### Routing congestion, run 1

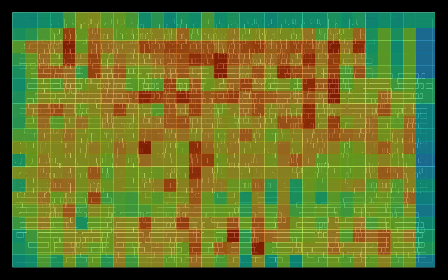
### Local utilization, run 1

Scale bar: 50 um. The die is cut into 23 by 14 equal tiles; black is low, pale yellow is high, 0 to 100% covered.
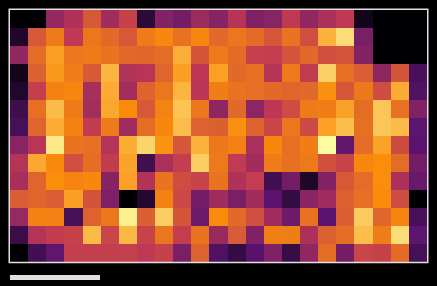
### Power grid, run 1

Scale bar: 50 um. Pins as bars on the die edge.
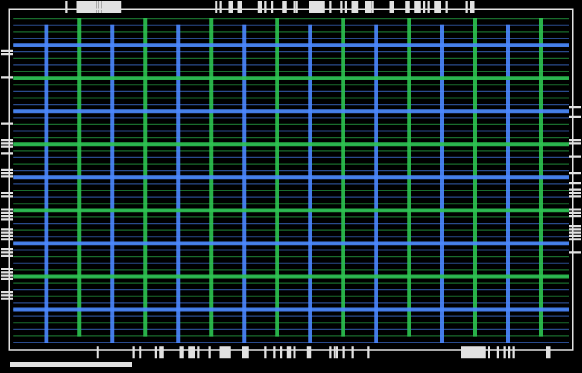
`config.mk`:
```
export PLATFORM = sky130hd
export DESIGN_NAME = inst_fetch_queue_flat
export DESIGN_NICKNAME = d
export VERILOG_FILES = /design/src/rtl/fetch_pkg.sv /design/src/rtl/inst_fetch_queue_if.sv /design/src/rtl/fetch_fifo.sv /design/src/rtl/inst_fetch_queue.sv /design/src/flat_wrapper.sv
export SDC_FILE = /design/constraint.sdc
export NUM_CORES = 1
export LEC_CHECK = 0
export ABC_AREA = 1
export CAP_MARGIN = 0
export CORE_ASPECT_RATIO = 0.6
export CORE_MARGIN = 1
export CORE_UTILIZATION = 48
export CTS_CLUSTER_DIAMETER = 50
export DETAILED_ROUTE_END_ITERATION = 6
export HOLD_SLACK_MARGIN = 0.08
export PLACE_DENSITY = 0.7
export REMOVE_ABC_BUFFERS = 1
export SKIP_CTS_REPAIR_TIMING = 1
export SLEW_MARGIN = 20
export SYNTH_ARGS = -nofsm -noshare
export SYNTH_HDL_FRONTEND = slang
export SYNTH_SLANG_ARGS = --single-unit
```
`constraint.sdc`:
```
create_clock -name clk -period 6.45 [get_ports clk]
set_input_delay 1.29 -clock clk [delete_from_list [all_inputs] [get_ports clk]]
set_output_delay 1.29 -clock clk [all_outputs]
set_load 0.01 [all_outputs]
```
`src/rtl/fetch_pkg.sv`:
```
// Shared definitions for the instruction fetch front-end.
//
// Contents:
//   FETCH_ADDR_W / FETCH_DATA_W : default PC and instruction widths
//   NOP_INSTR                   : instruction shown to decode when no entry is valid
//   PC_INCR                     : word-address step between sequential instructions
//   fetch_entry_t               : one prefetch buffer entry {pc, instr}
//   fetch_cnt_w()               : width of a counter that must hold 0..depth
package fetch_pkg;

  localparam int FETCH_ADDR_W = 32;
  localparam int FETCH_DATA_W = 32;

  localparam logic [FETCH_DATA_W-1:0] NOP_INSTR = 32'h0;
  localparam int                      PC_INCR   = 1;

  typedef struct packed {
    logic [FETCH_ADDR_W-1:0] pc;
    logic [FETCH_DATA_W-1:0] instr;
  } fetch_entry_t;

  // A counter that reaches exactly `depth` needs one bit more than the pointer.
  function automatic int fetch_cnt_w(input int depth);
    return $clog2(depth) + 1;
  endfunction

endpackage

```
`src/rtl/inst_fetch_queue_if.sv`:
```
// Bus bundle between the fetch queue, the instruction memory and decode.
//
// Signals:
//   imem_req / imem_addr      : read request and word address (fetch queue drives)
//   imem_gnt                  : memory accepts the request this cycle
//   imem_rvalid / imem_rdata  : in-order read response, latency >= 1
//   if_valid / if_instr / if_pc : head instruction presented to decode
//   if_ready                  : decode consumes the head this cycle
//
// Modports:
//   master : the fetch queue
//   slave  : the environment (instruction memory plus decode stage)
interface inst_fetch_queue_if
  import fetch_pkg::*;
#(
  parameter int ADDR_W = FETCH_ADDR_W,
  parameter int DATA_W = FETCH_DATA_W
) ();

  logic              imem_req;
  logic [ADDR_W-1:0] imem_addr;
  logic              imem_gnt;
  logic              imem_rvalid;
  logic [DATA_W-1:0] imem_rdata;

  logic              if_valid;
  logic              if_ready;
  logic [DATA_W-1:0] if_instr;
  logic [ADDR_W-1:0] if_pc;

  modport master (
    output imem_req,
    output imem_addr,
    input  imem_gnt,
    input  imem_rvalid,
    input  imem_rdata,
    output if_valid,
    input  if_ready,
    output if_instr,
    output if_pc
  );

  modport slave (
    input  imem_req,
    input  imem_addr,
    output imem_gnt,
    output imem_rvalid,
    output imem_rdata,
    input  if_valid,
    output if_ready,
    input  if_instr,
    input  if_pc
  );

endinterface

```
`src/rtl/fetch_fifo.sv`:
```
// Prefetch buffer: synchronous FIFO of fetch entries with flush.
//
// Ports:
//   clk, rst_n : clock, asynchronous active-low reset
//   push       : write push_data at the tail (ignored during flush)
//   pop        : drop the head entry (ignored during flush or when empty)
//   flush      : empty the buffer at this edge; overrides push and pop
//   push_data  : entry to write
//   head       : entry at the head, combinational read (undefined when count = 0)
//   count      : number of stored entries, 0..DEPTH
//
// DEPTH must be a power of two so the pointers wrap naturally.
module fetch_fifo
  import fetch_pkg::*;
#(
  parameter int  DEPTH   = 4,
  parameter type entry_t = fetch_entry_t
) (
  input  logic                   clk,
  input  logic                   rst_n,
  input  logic                   push,
  input  logic                   pop,
  input  logic                   flush,
  input  entry_t                 push_data,
  output entry_t                 head,
  output logic [$clog2(DEPTH):0] count
);

  localparam int PTR_W = $clog2(DEPTH);
  localparam int CNT_W = fetch_cnt_w(DEPTH);

  entry_t           mem [DEPTH];
  logic [PTR_W-1:0] wr_ptr;
  logic [PTR_W-1:0] rd_ptr;
  logic             do_push;
  logic             do_pop;
  logic             empty;
  logic             full;

  assign empty   = (count == '0);
  assign full    = (count == CNT_W'(DEPTH));
  assign do_push = push & ~flush;
  assign do_pop  = pop & ~flush & ~empty;

  always_ff @(posedge clk or negedge rst_n) begin
    if (!rst_n) begin
      wr_ptr <= '0;
      rd_ptr <= '0;
      count  <= '0;
    end else if (flush) begin
      wr_ptr <= '0;
      rd_ptr <= '0;
      count  <= '0;
    end else begin
      if (do_push) wr_ptr <= wr_ptr + PTR_W'(1);
      if (do_pop)  rd_ptr <= rd_ptr + PTR_W'(1);
      count <= count + CNT_W'(do_push) - CNT_W'(do_pop);
    end
  end

  // Storage needs no reset: an entry is only read once count says it was written.
  always_ff @(posedge clk) begin
    if (do_push) mem[wr_ptr] <= push_data;
  end

  // No bypass: a word pushed into an empty buffer becomes the head next cycle.
  assign head = mem[rd_ptr];

  // The upstream credit scheme reserves a slot for every request in flight,
  // so a push can never find the buffer full.
  a_no_push_when_full: assert property (
    @(posedge clk) disable iff (!rst_n) !(do_push && full)
  );

endmodule

```
`src/rtl/inst_fetch_queue.sv`:
```
// Instruction fetch front-end feeding the IF/ID register.
//
// Issues sequential word-address reads to a variable-latency instruction
// memory, buffers the returned words with their PC, and presents them to
// decode. A redirect from the pipeline flushes the buffer, restarts fetch at
// redirect_pc and squashes responses that are still in flight.
//
// Ports:
//   clk, rst_n     : clock, asynchronous active-low reset
//   bus (master)   : imem_req/imem_addr/imem_gnt/imem_rvalid/imem_rdata toward
//                    memory; if_valid/if_ready/if_instr/if_pc toward decode
//   redirect_valid : taken branch/jump this cycle; flush and restart
//   redirect_pc    : new fetch address
//   occupancy      : entries currently stored in the prefetch buffer
//
// Handshakes: a transfer happens on a clock edge where the producer's valid
// (imem_req, if_valid) and the consumer's accept (imem_gnt, if_ready) are both
// high. While imem_req is held without imem_gnt, imem_addr stays stable except
// in a redirect cycle, where imem_req drops and the address may change.
// if_valid does not depend on if_ready.
//
// Credits: a request is only issued while stored + in-flight < DEPTH, so every
// response is guaranteed a buffer slot. After a redirect, `discard` counts the
// stale responses still to arrive; they are dropped without touching resp_pc.
module inst_fetch_queue
  import fetch_pkg::*;
#(
  parameter int DEPTH  = 4,
  parameter int ADDR_W = 32,
  parameter int DATA_W = 32
) (
  input  logic                   clk,
  input  logic                   rst_n,
  inst_fetch_queue_if.master     bus,
  input  logic                   redirect_valid,
  input  logic [ADDR_W-1:0]      redirect_pc,
  output logic [$clog2(DEPTH):0] occupancy
);

  localparam int                CNT_W      = fetch_cnt_w(DEPTH);
  localparam logic [CNT_W:0]    CREDIT_MAX = (CNT_W + 1)'(DEPTH);

  typedef struct packed {
    logic [ADDR_W-1:0] pc;
    logic [DATA_W-1:0] instr;
  } entry_t;

  logic [ADDR_W-1:0] fetch_pc;
  logic [ADDR_W-1:0] resp_pc;
  logic [CNT_W-1:0]  outstanding;
  logic [CNT_W-1:0]  discard;
  logic [CNT_W-1:0]  count;
  logic [CNT_W-1:0]  outstanding_after_rsp;
  logic [CNT_W:0]    credits_used;
  logic              issue;
  logic              push;
  logic              pop;
  entry_t            push_entry;
  entry_t            head_entry;

  // ---------------------------------------------------------------- issue
  assign credits_used = {1'b0, count} + {1'b0, outstanding};

  // Gating with rst_n keeps the request low for the whole reset pulse, not
  // just until the counters clear.
  assign bus.imem_req  = rst_n & (credits_used < CREDIT_MAX) & ~redirect_valid;
  assign bus.imem_addr = fetch_pc;
  assign issue         = bus.imem_req & bus.imem_gnt;

  // In-flight count once this cycle's response (if any) has retired.
  assign outstanding_after_rsp = outstanding - CNT_W'(bus.imem_rvalid);

  // ---------------------------------------------------------------- counters
  always_ff @(posedge clk or negedge rst_n) begin
    if (!rst_n) begin
      fetch_pc    <= '0;
      resp_pc     <= '0;
      outstanding <= '0;
      discard     <= '0;
    end else if (redirect_valid) begin
      // Everything still in flight after this edge belongs to the old path.
      // A response arriving in this very cycle is dropped outright.
      fetch_pc    <= redirect_pc;
      resp_pc     <= redirect_pc;
      outstanding <= outstanding_after_rsp;
      discard     <= outstanding_after_rsp;
    end else begin
      if (issue) fetch_pc <= fetch_pc + ADDR_W'(PC_INCR);
      outstanding <= outstanding_after_rsp + CNT_W'(issue);
      if (bus.imem_rvalid) begin
        if (discard != '0) discard <= discard - CNT_W'(1);
        else               resp_pc <= resp_pc + ADDR_W'(PC_INCR);
      end
    end
  end

  // ---------------------------------------------------------------- buffer
  assign push             = bus.imem_rvalid & ~redirect_valid & (discard == '0);
  assign pop              = bus.if_valid & bus.if_ready & ~redirect_valid;
  assign push_entry.pc    = resp_pc;
  assign push_entry.instr = bus.imem_rdata;

  fetch_fifo #(
    .DEPTH   (DEPTH),
    .entry_t (entry_t)
  ) u_fifo (
    .clk       (clk),
    .rst_n     (rst_n),
    .push      (push),
    .pop       (pop),
    .flush     (redirect_valid),
    .push_data (push_entry),
    .head      (head_entry),
    .count     (count)
  );

  // ---------------------------------------------------------------- decode side
  // An invalid slot shows a NOP with PC 0 so the IF/ID register never latches
  // stale buffer contents.
  assign bus.if_valid = (count != '0);
  assign bus.if_instr = bus.if_valid ? head_entry.instr : DATA_W'(NOP_INSTR);
  assign bus.if_pc    = bus.if_valid ? head_entry.pc    : '0;
  assign occupancy    = count;

  // A response with nothing in flight means the memory broke the protocol.
  a_rvalid_has_request: assert property (
    @(posedge clk) disable iff (!rst_n) bus.imem_rvalid |-> (outstanding != '0)
  );

  a_credits_bounded: assert property (
    @(posedge clk) disable iff (!rst_n) credits_used <= CREDIT_MAX
  );

endmodule

```
`src/flat_wrapper.sv`:
```
// flat-port wrapper written by rule: the top's interface ports become plain ports
module inst_fetch_queue_flat import fetch_pkg::*;
#(
  parameter int DEPTH  = 4,
  parameter int ADDR_W = 32,
  parameter int DATA_W = 32
)
  (clk, rst_n, redirect_valid, redirect_pc, occupancy, bus_imem_req, bus_imem_addr, bus_imem_gnt, bus_imem_rvalid, bus_imem_rdata, bus_if_valid, bus_if_ready, bus_if_instr, bus_if_pc);
  inst_fetch_queue_if #(.ADDR_W(ADDR_W), .DATA_W(DATA_W)) bus_i ();
  input  logic clk;
  input  logic rst_n;
  input  logic redirect_valid;
  input  logic [ADDR_W-1:0] redirect_pc;
  output logic [$clog2(DEPTH):0] occupancy;
  output wire logic [$bits(bus_i.imem_req)-1:0] bus_imem_req;
  output wire logic [$bits(bus_i.imem_addr)-1:0] bus_imem_addr;
  input wire logic [$bits(bus_i.imem_gnt)-1:0] bus_imem_gnt;
  input wire logic [$bits(bus_i.imem_rvalid)-1:0] bus_imem_rvalid;
  input wire logic [$bits(bus_i.imem_rdata)-1:0] bus_imem_rdata;
  output wire logic [$bits(bus_i.if_valid)-1:0] bus_if_valid;
  input wire logic [$bits(bus_i.if_ready)-1:0] bus_if_ready;
  output wire logic [$bits(bus_i.if_instr)-1:0] bus_if_instr;
  output wire logic [$bits(bus_i.if_pc)-1:0] bus_if_pc;
  assign bus_imem_req = bus_i.imem_req;
  assign bus_imem_addr = bus_i.imem_addr;
  assign bus_i.imem_gnt = bus_imem_gnt;
  assign bus_i.imem_rvalid = bus_imem_rvalid;
  assign bus_i.imem_rdata = bus_imem_rdata;
  assign bus_if_valid = bus_i.if_valid;
  assign bus_i.if_ready = bus_if_ready;
  assign bus_if_instr = bus_i.if_instr;
  assign bus_if_pc = bus_i.if_pc;
  inst_fetch_queue #(.DEPTH(DEPTH), .ADDR_W(ADDR_W), .DATA_W(DATA_W)) u_core (.clk(clk), .rst_n(rst_n), .bus(bus_i), .redirect_valid(redirect_valid), .redirect_pc(redirect_pc), .occupancy(occupancy));
endmodule
```
==> results.py, run 1 <==
# Auto-generated metrics
metrics = {
    "final_timing": {
        "tightest_slew_ns": 1.074,
        "setup_slack_ns": 1.608,
        "slew_headroom_pct": 28.40,
        "rsz0062_at_grt": "no",
        "fin_worst_skew_ns": 0.03264,
        "min_period_ns": 4.842,
        "finalHoldViolCount": 0,
        "fin_setup_tns_ns": 0,
        "fin_crit_sh_pct": 75.07,
        "finalMaxSlewViolations": 0,
        "fmaxAchievable_mhz": 206.5,
        "setup_viol": 0,
        "hold_slack_ns": 0.5382,
    },
    "yosys": {
        "post_synth.cell_area_avg_sq_um": 9.804,
        "synth.area.top_cells": "edfxtp_1 51%, dfrtp_1 13%, nor2_1 8.6%",
        "xor_share_pct": 1.794,
        "postSynthSeqShare_pct": 63.51,
        "syn-instance-count": 1544,
        "ys_types": 41,
        "ff_type": "edfxtp_1",
        "largest_area_cell": "edfxtp_1",
        "yosysWarnings": 0,
        "syn_area_sq_um": 15140,
        "ys_sh_adder_pct": 1.455,
        "ys_async_sr_fraction_pct": 23.12,
        "mux_area_share_pct": 0,
        "numSynthFlops": 333,
        "most_common_cell": "nor2_1",
        "ys_area_sq_um": 15140,
        "top_logic_kind": "simple AND/OR/NAND/NOR gates",
        "common_cells": "347 x nor2_1, 293 x nand2_1, 256 x edfxtp_1",
        "edf_count": 256,
        "synth-compound-area-share_pct": 8.787,
        "synth-simple-area-share_pct": 20.01,
        "ys_cells": 1544,
        "top_cell_area_share_pct": 50.79,
    },
    "clock_network": {
        "path_clk_slew_ns": 0.06,
        "numCtsBuffers": 31,
        "cts.path.max_buffers": 3,
        "htreeDepth": 1,
        "clock.latency.late_pin_ns": 0.58,
        "root_buffer": "clkbuf_16",
        "cts_tree": "built",
        "cts_sinks": 333,
    },
    "placed_design": {
        "dp_cells": 2069,
        "hpwlAfterDp_mm": 24.06,
        "post-place-ws_ns": 1.823,
        "portBuffers": 170,
        "place_congestion": 0.9656,
        "post_dp_cell_area_sq_um": 17180,
    },
    "routing": {
        "drt_first_pass_iters": 5,
        "postRouteWirelength_mm": 38.61,
        "ant_nets": 0,
        "drc": 0,
        "via_per_inst": 5.400,
        "drtIter0Drc": 1101,
        "vias": 11490,
    },
    "finish": {
        "layout.cells.non_filler": 2127,
        "bufAreaShareNonClock_pct": 9.984,
        "n_all_inverters": 93,
        "final_area_sq_um": 18180,
        "fill_cells": 2568,
        "nets": 1781,
        "seq_share_pct": 52.90,
        "largestClassByArea": "registers",
        "buffers": 185,
        "clkbuf_count": 43,
        "flop-count": 333,
        "comb_cells": 1050,
        "drive_gt1_share_pct": 5.177,
        "sh_comb_area_pct": 26.88,
        "antenna_cells": 0,
        "area_growth_pct": 20.13,
        "combGateArea_sq_um": 4888,
        "clkCellAreaFrac_pct": 5.477,
        "final-seq-area_sq_um": 9619,
    },
    "global_routing": {
        "grt_use_total_pct": 23.93,
        "grt_pass1_vias": 10880,
        "grt_max_degree": 85,
        "grt_first_pass_wirelength_mm": 60.41,
        "antenna_found_initial": 0,
        "grt_remaining_overflow": 0,
    },
    "power": {
        "clockPowerShare_pct": 28.0,
        "power_frac_comb_pct": 30.1,
        "p_int_uw": 4305,
        "p_total_uw": 6408,
        "p_sw_share_pct": 32.82,
        "power_density_nw_per_um2": 352.4,
        "p_leak_uw": 0.006853,
        "pwr-share-seq_pct": 42.0,
        "switchingPower_uw": 2103,
    },
    "critical_path": {
        "setup.worst_path.start_class": "flip-flop",
        "regToRegStartpoint": "u_core.u_fifo.count[1]$_DFF_PN0_",
        "r2r-end": "u_core.u_fifo.count[2]$_DFF_PN0_",
        "crit_path_start": "u_core.u_fifo.rd_ptr[0]$_DFFE_PN0P_",
        "worst_ep_required_time_ns": 5.16,
        "worstSetupPathType": "reg -> out",
        "endpoint": "bus_if_instr[2]",
        "crit_path_end_kind": "output pin",
        "worst_ep_arrival_time_ns": 3.55,
        "r2r_slack_ns": 3.50,
        "r2r_cells": 12,
        "cp_max_fo": 58,
    },
    "floorplanning": {
        "rows": 49,
        "die_x_um": 231.3,
        "tap_cells": 408,
        "pin_count": 171,
        "dieArea_sq_um": 32270,
    },
    "worst_hold_path": {
        "min_path_type": "reg -> reg",
        "min_to": "u_core.discard[0]$_DFFE_PN0P_",
        "min_path_cells": 1,
        "hold_path.startpoint": "u_core.discard[0]$_DFFE_PN0P_",
    },
    "status": {
        "outcome": "finished, final reports clean",
    },
    "flow_run": {
        "warnings": 29,
        "drv_cap": 0,
    },
}
Notes on 'Routing congestion' above:
Routed WL per cell: 18.15 um
met1 Use GR: 36.55%
final core occ: 59.68%
Most Used Layer, Global Route: met1

Notes on 'Local utilization' above:
fullest tile = 99%
mean over tiles = 55%
emptiest ninth of the die = upper right
nearly empty tiles = 4.3%
core area: 30470 sq um
fp_density: 49.68%

Notes on 'Power grid' above:
blue -> VSS
green -> VDD
met5 straps = 9
rows = 49
met4 straps = 16
signal pins = 171
met1 rails = 50
Chip Height: 139.6 um
Peak VDD IR: 0.1967 mV

## run 1: routing by layer
metal  part of all wire [%]  track usage, %  up-vias
met5                      0               0        -
met4                    1.8           4.810        0
met3                    8.0           5.287       49
met2                     43           35.00      424
met1                     47           36.55     5516
li1                       -               -     5496
## run 1: sequential cells by signal, indices dropped and copies added (netlist names)
signal and cells:
u_core.u_fifo.mem 256, u_core.bus.imem_addr 32, u_core.resp_pc 32, u_core.discard 3
u_core.outstanding 3, u_core.u_fifo.count 3, u_core.u_fifo.rd_ptr 2, u_core.u_fifo.wr_ptr 2
## run 1: worst max-delay path, stage by stage (launching register included)
cell and delay [ns]:
dfrtp_4 0.69, inv_2 0.75, buf_4 0.50, o21ai_0 0.15, a21oi_1 0.23, clkdlybuf4s50_1 0.58
## run 1: power groups by stage
stage / logic [uW] / clock network (uW) / registers [uW]
3_5_place_dp: 1930 / 0 / 2730
6_report: 1930 / 1790 / 2690
4_1_cts: 1940 / 1830 / 2690
5_1_grt: 2110 / 1910 / 2710
3_3_place_gp: 1900 / 0 / 2720
2_1_floorplan: 908 / 0 / 2720
## run 1: layout by cell type (no fill, tap or decap), types with 2 or more instances in the layout
master           netlist  routed
a21oi_1               78      78
buf_4                  1      15
clkbuf_1              31       6
clkbuf_16              0      31
clkbuf_8               0       6
clkdlybuf4s50_1        0     169
clkinv_2               1      10
clkinvlp_4             0       2
dfrtp_1               77      75
edfxtp_1             256     256
ha_1                  16      16
inv_1                 90      89
inv_6                  0       3
nand2_1              293     293
nand3_1               72      72
nand3b_1               3       3
nand4_1                9       9
nor2_1               347     342
nor2_2                 3       3
nor2_4                 3       8
nor3_1                12      12
o211ai_1              12      12
o21ai_0              146     146
o21ai_1                5       5
o21bai_1               3       3
o221ai_1               3       3
or2_2                  2       2
xnor2_1                7       7
xor2_1                24      24
### Placement by cell class, run 1

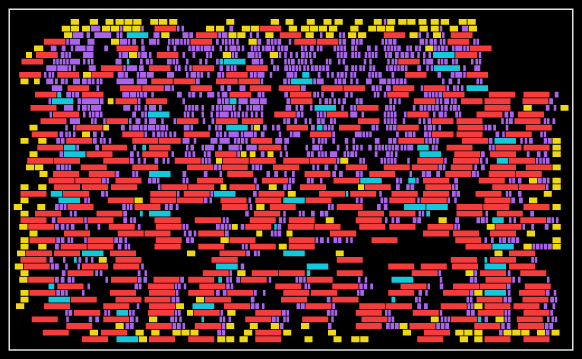

## Run 2: what changed since run 1
==> constraint.sdc (replaced) <==
create_clock -name clk -period 4.6 [get_ports clk]
set_input_delay 0.92 -clock clk [delete_from_list [all_inputs] [get_ports clk]]
set_output_delay 0.92 -clock clk [all_outputs]
set_load 0.01 [all_outputs]
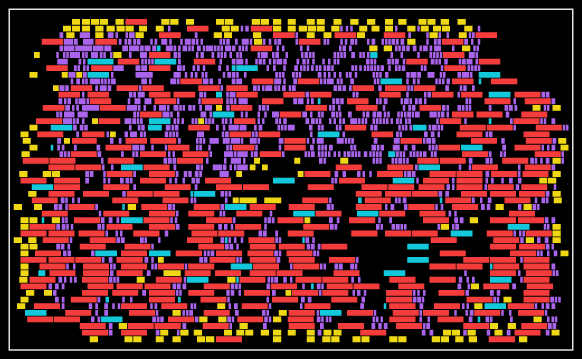
*Placement by cell class, run 2*
red -> registers  # cells 333
cyan -> clock drivers and dummy loads  # cells 62
purple -> remaining logic cells  # cells 1143
yellow -> remaining buffers and delay cells  # cells 191
Post-Layout Inst Area: 18320 sq um
flop share of the area: 52.51%

==> results.py, run 2 <==
# Auto-generated metrics
metrics = {
    "final_timing": {
        "fin_crit_sh_pct": 83.87,
        "slew_headroom_pct": 41.66,
        "fin_worst_skew_ns": 0.01392,
        "fmaxAchievable_mhz": 259.2,
        "finalHoldViolCount": 0,
        "min_period_ns": 3.858,
        "setup_slack_ns": 0.7419,
        "hold_slack_ns": 0.2566,
        "setup_viol": 0,
        "tightest_slew_ns": 0.8750,
        "rsz0062_at_grt": "no",
        "finalMaxSlewViolations": 0,
    },
    "yosys": {
        "synth.area.top_cells": "edfxtp_1 51%, dfrtp_1 13%, nor2_1 8.6%",
        "ys_area_sq_um": 15140,
        "edf_count": 256,
        "ff_type": "edfxtp_1",
        "yosysWarnings": 0,
        "numSynthFlops": 333,
        "post_synth.cell_area_avg_sq_um": 9.804,
        "ys_async_sr_fraction_pct": 23.12,
        "syn-instance-count": 1544,
        "ys_types": 41,
        "common_cells": "347 x nor2_1, 293 x nand2_1, 256 x edfxtp_1",
        "most_common_cell": "nor2_1",
        "postSynthSeqShare_pct": 63.51,
        "ys_cells": 1544,
        "syn_area_sq_um": 15140,
        "top_cell_area_share_pct": 50.79,
        "largest_area_cell": "edfxtp_1",
    },
    "clock_network": {
        "htreeDepth": 2,
        "cts_sinks": 333,
        "cts.path.max_buffers": 3,
        "cts_tree": "built",
        "path_clk_slew_ns": 0.06,
        "numCtsBuffers": 34,
        "root_buffer": "clkbuf_16",
        "clock.latency.late_pin_ns": 0.53,
    },
    "critical_path": {
        "cp_max_fo": 49,
        "worst_ep_required_time_ns": 3.68,
        "worstSetupPathType": "reg -> out",
        "worst_ep_arrival_time_ns": 2.94,
        "setup.worst_path.start_class": "flip-flop",
        "crit_path_end_kind": "output pin",
    },
    "global_routing": {
        "grt_first_pass_wirelength_mm": 61.08,
        "antenna_found_initial": 0,
        "grt_pass1_vias": 10970,
        "grt_remaining_overflow": 0,
        "grt_use_total_pct": 24.33,
        "grt_max_degree": 92,
    },
    "finish": {
        "clkCellAreaFrac_pct": 5.745,
        "lay_top_count": "nor2_1",
        "combGateArea_sq_um": 4888,
        "clkbuf_count": 41,
        "largest_reg_flops": 256,
        "final-seq-area_sq_um": 9619,
        "largestClassByArea": "registers",
        "sh_comb_area_pct": 26.69,
        "comb_cells": 1050,
        "drive_gt1_share_pct": 5.205,
        "final_cell_mix": "342 x nor2_1, 293 x nand2_1, 256 x edfxtp_1",
        "flop-count": 333,
        "fill_cells": 2568,
        "nets": 1790,
        "bufAreaShareNonClock_pct": 10.34,
        "largest-register": "u_core.u_fifo.mem",
        "buffers": 191,
        "area_growth_pct": 21.01,
        "antenna_cells": 0,
        "utilization_pct": 60.12,
        "n_all_inverters": 93,
    },
    "flow_run": {
        "drv_cap": 0,
        "warnings": 29,
    },
    "routing": {
        "via_per_inst": 5.346,
        "drt_first_pass_iters": 5,
        "vias": 11430,
        "wl_per_cell_um": 18.20,
        "drtIter0Drc": 1075,
        "drc": 0,
        "ant_nets": 0,
        "postRouteWirelength_mm": 38.90,
    },
    "power": {
        "power_density_nw_per_um2": 498.3,
        "vdd_drop_max_mv": 0.3482,
        "p_comb_uw": 2730,
        "pwr-share-seq_pct": 41.3,
        "p_sw_share_pct": 32.93,
        "p_leak_uw": 0.006912,
        "clockPowerShare_pct": 28.8,
        "switchingPower_uw": 3006,
        "maxPowerGroup": "sequential cells",
        "seq_cell_power_uw": 3770,
        "p_clk_uw": 2630,
        "p_int_uw": 6123,
        "power_frac_comb_pct": 29.9,
    },
    "floorplanning": {
        "die_h_um": 139.6,
        "pin_count": 171,
        "dieArea_sq_um": 32270,
        "fp-utilization_pct": 49.68,
        "tap_cells": 408,
        "core-area_sq_um": 30470,
        "die_x_um": 231.3,
        "rows": 49,
    },
    "status": {
        "outcome": "finished, final reports clean",
    },
    "placed_design": {
        "portBuffers": 170,
        "post_dp_cell_area_sq_um": 17270,
        "post-place-ws_ns": 1.154,
        "hpwlAfterDp_mm": 24.77,
        "place_congestion": 0.9641,
    },
    "worst_hold_path": {
        "min_path_type": "in -> async",
    },
}
[run 2: layer usage]
layer | wire length (um) | track usage [%] | share of wire (%) | up-vias
met4 | 412 | 4.915 | 1.1 | 0
met3 | 2831 | 5.184 | 7.3 | 42
met1 | 18260 | 36.96 | 47 | 5484
met2 | 17400 | 35.91 | 45 | 387
met5 | 0 | 0 | 0 | -
li1 | - | - | - | 5512
[run 2: critical path, cell delays in order (launching register included)]
cell,delay [ns]
dfrtp_4,0.67
inv_2,0.25
buf_4,0.43
o21ai_0,0.17
a21oi_1,0.28
clkdlybuf4s50_1,0.59
[run 2: path summary, 6_finish.rpt]
kind	end	depth (start not counted)	slack (ns)	start
max in group asynchronous	u_core.resp_pc[24]$_DFFE_PN0P_	2	3.21	rst_n
worst max-delay path	bus_if_instr[2]	5	0.74	u_core.u_fifo.rd_ptr[0]$_DFFE_PN0P_
worst max register to register	u_core.u_fifo.count[2]$_DFF_PN0_	12	1.87	u_core.discard[0]$_DFFE_PN0P_
min in group clk	u_core.discard[2]$_DFFE_PN0P_	2	0.56	u_core.discard[2]$_DFFE_PN0P_
worst min register to register	u_core.discard[2]$_DFFE_PN0P_	2	0.56	u_core.discard[2]$_DFFE_PN0P_
worst min-delay path	u_core.resp_pc[1]$_DFFE_PN0P_	1	0.26	rst_n
[run 2: stage by stage]
step	cells	total power (uW)	TNS, ns
after floorplan	1476	5090	-156.69
after global placement	2075	6502	0
after detailed placement	2075	6556	0
after CTS	2137	9197	0
after global routing	2137	9599	0
final	2137	9128	0
[run 2: cell families after synthesis]
group,Yosys count,synth area share [%]
adders and majority gates,17,1.455
DFF,333,63.51
xor gates and xnor gates,31,1.794
buffers and inverters,161,4.439
and+or+nand+nor,749,20.01
AOI/OAI and AO/OA,253,8.787
No activity file was given, so power comes from the tool's default toggle rates.
